==> config.mk <==
export PLATFORM = sky130hd
export DESIGN_NAME = reg_file32
export DESIGN_NICKNAME = d
export VERILOG_FILES = /design/src/rtl/reg_file32.sv
export SDC_FILE = /design/constraint.sdc
export NUM_CORES = 2
export LEC_CHECK = 0
export CELL_PAD_IN_SITES_DETAIL_PLACEMENT = 0
export CELL_PAD_IN_SITES_GLOBAL_PLACEMENT = 1
export CORE_UTILIZATION = 44
export DETAILED_ROUTE_END_ITERATION = 16
export GPL_TIMING_DRIVEN = 0
export PLACE_DENSITY = 0.66
export SLEW_MARGIN = 20
export SYNTH_ARGS = -nofsm -noshare
export SYNTH_HDL_FRONTEND = slang
export SYNTH_SLANG_ARGS = --single-unit
export TNS_END_PERCENT = 1
==> constraint.sdc <==
create_clock -name clk -period 4.4 [get_ports clk]
set_input_delay 1.1 -clock clk [delete_from_list [all_inputs] [get_ports clk]]
set_output_delay 1.1 -clock clk [all_outputs]
set_load 0.05 [all_outputs]
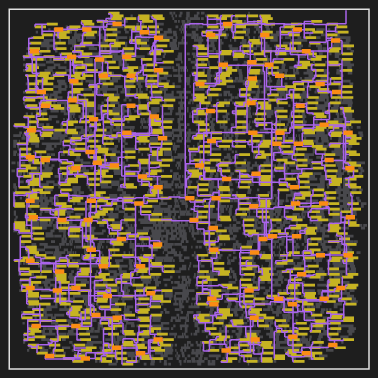
Figure 1: clock wires, drivers and flops.
(1 px per um)
- flip-flops: yellow (count 1024)
- cells driving clock nets: orange (count 116)
- clock wires: purple (length 14400 um)
- routed clock nets: 117
Clock Power: 10.1 mW
clock share of power: 38.1%

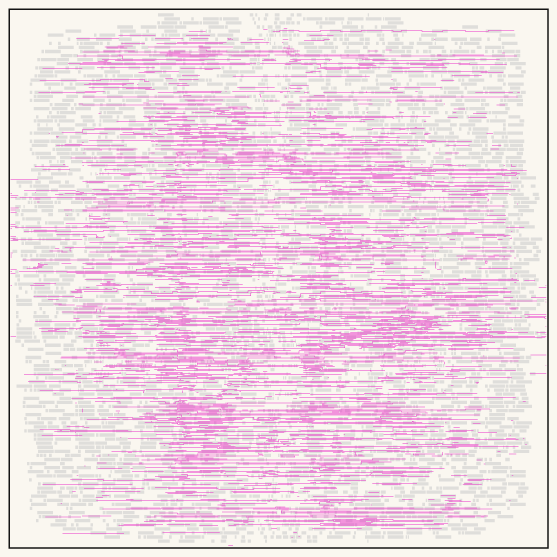
Figure 2: signal wires on met3.
(1.5 px per um) Cells faint in the background.
- wire length on this layer: 39.4 mm
- nets with wire on the layer: 900
met3 track utilization from global routing: 15.6%
WL final: 273000 um
vias: 41900

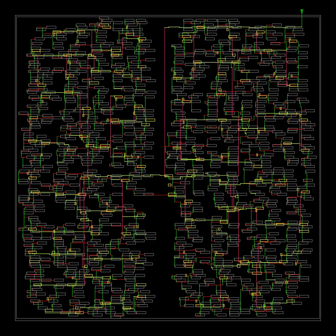
Figure 3: clock wiring as the flow saved it.
Flop Count: 1024
Clock Buffer Count: 133

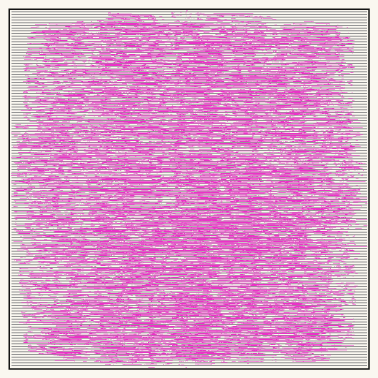
Figure 4: the metal 1 layer.
(1 px per um) Supply wires on this layer in gray.
- nets with wire on the layer: 4275
- share of all routed wire: 37%
met1 usage: 56.3%

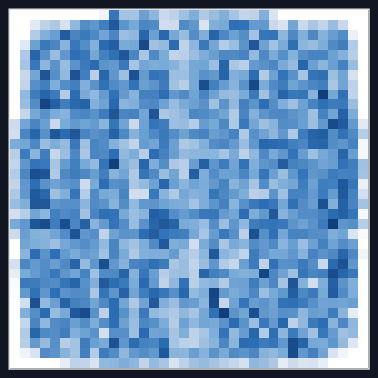
Figure 5: cell density map.
(1 px per um) 36 x 36 tiles, from white (low) to dark blue (high), 0 to 100% covered.
- tiles over 75% full: 11%
- mean over tiles: 52%
- fullest tile: 95%
- nearly empty tiles: 5.4%
CORE AREA: 0.126 mm^2
fp util: 44.4%

==> results.cfg <==
; generated from flow reports
[outcome]
status = finished, violations left
violations = setup timing

[floorplanning]
die-area_mm2 = 0.128
die_w_um = 358

[clocking]
htree_levels = 3
cts-root-buf = clkbuf_16

[final_timing]
setup_viol = 58
layout_setup_ws_ps = -194
max_slew.worst_pin.slew_ps = 1180

[yosys]
ys_ff = 1024
syn_area_mm2 = 0.0558
ys_async_sr_fraction_pct = 0
yosysCellCount = 4017
synth_top_flop_cell = edfxtp_1
logic_family = multiplexers
netlist.area_leader.share_pct = 55.1

[placement]
gp_congestion = 1.05

[power]
ir_drop_mv = 0.391
power_frac_seq_pct = 43.7

[global_route]
grt_pass1_vias = 39200
grt_antenna_before_repair = 18
grt_pass1_wl_um = 354000

[detailed_routing]
via_per_inst = 6.85

[critical_path]
max_stage_delay_ps = 360
critPathLaunchType = input pin
crit_path_cell_trace = buf_12 -> buf_12 -> buf_16 -> clkbuf_16 -> buf_16 -> mux2i_2 -> a221oi_2 -> buf_4 -> nor3_1 -> a211oi_1 -> a211o_1 -> buf_6
crit_family = buffers and inverters

[hold_path]
hold_class = in -> reg

[finish]
logic_area_mm2 = 0.0259
-- metal layers --
| metal | share of wire, % | up-vias | global-route usage [%] |
|---|---|---|---|
| li1 | - | 16200 | - |
| met1 | 37 | 21700 | 56.3 |
| met2 | 41 | 3285 | 59.7 |
| met3 | 14 | 711 | 15.6 |
| met4 | 6.8 | 6 | 23.6 |
| met5 | 0.066 | - | 0.852 |
-- cell families (layout without fill, tap and decap cells) --
kind of cell           after synthesis  count (layout)
AND/OR/NAND/NOR                   1258            1258
other                                1              43
multiplexers                       762             762
AND-OR/OR-AND                      517             517
flip-flops                        1024            1024
buffers and inverters              445             846
XOR/XNOR                            10              10
-- power by group through the flow --
stage | clock network [mW] | logic (mW) | registers, mW
2_1_floorplan | 0 | 2.18 | 11.6
3_3_place_gp | 0 | 3.90 | 11.7
3_5_place_dp | 0 | 3.94 | 11.7
4_1_cts | 9.99 | 4.55 | 11.6
5_1_grt | 10.3 | 4.83 | 11.6
6_report | 10.1 | 4.84 | 11.6
-- cell type report --
class,instances,share of cell area [%]
repair buffers,192,3.05
clock buffers,133,4.33
clock inverters,79,1.22
multi-input cells,2579,37.7
inverters,6,0.0456
well taps,1650,3.01
plain buffers,436,5.77
flip-flops and latches,1024,44.8
diodes,11,0.0401
-- metrics by stage --
stage	utilization (%)	std cells	total power [mW]
finish	54.5	6110	26.5
global route	54.5	6102	26.8
CTS	54.0	6091	26.1
detailed placement	47.3	5814	15.7
global placement	47.0	5802	15.6
floorplan	-	4048	13.8
-- what timing repair did --
item                       in CTS  in global routing
setup endpoints to repair     588                 64
cloned                          3                  0
gates resized                1348                 98
setup buffers                  65                  8
pin swaps                      63                 34
Power figures rest on the tool's default switching activity, not on a simulated workload.
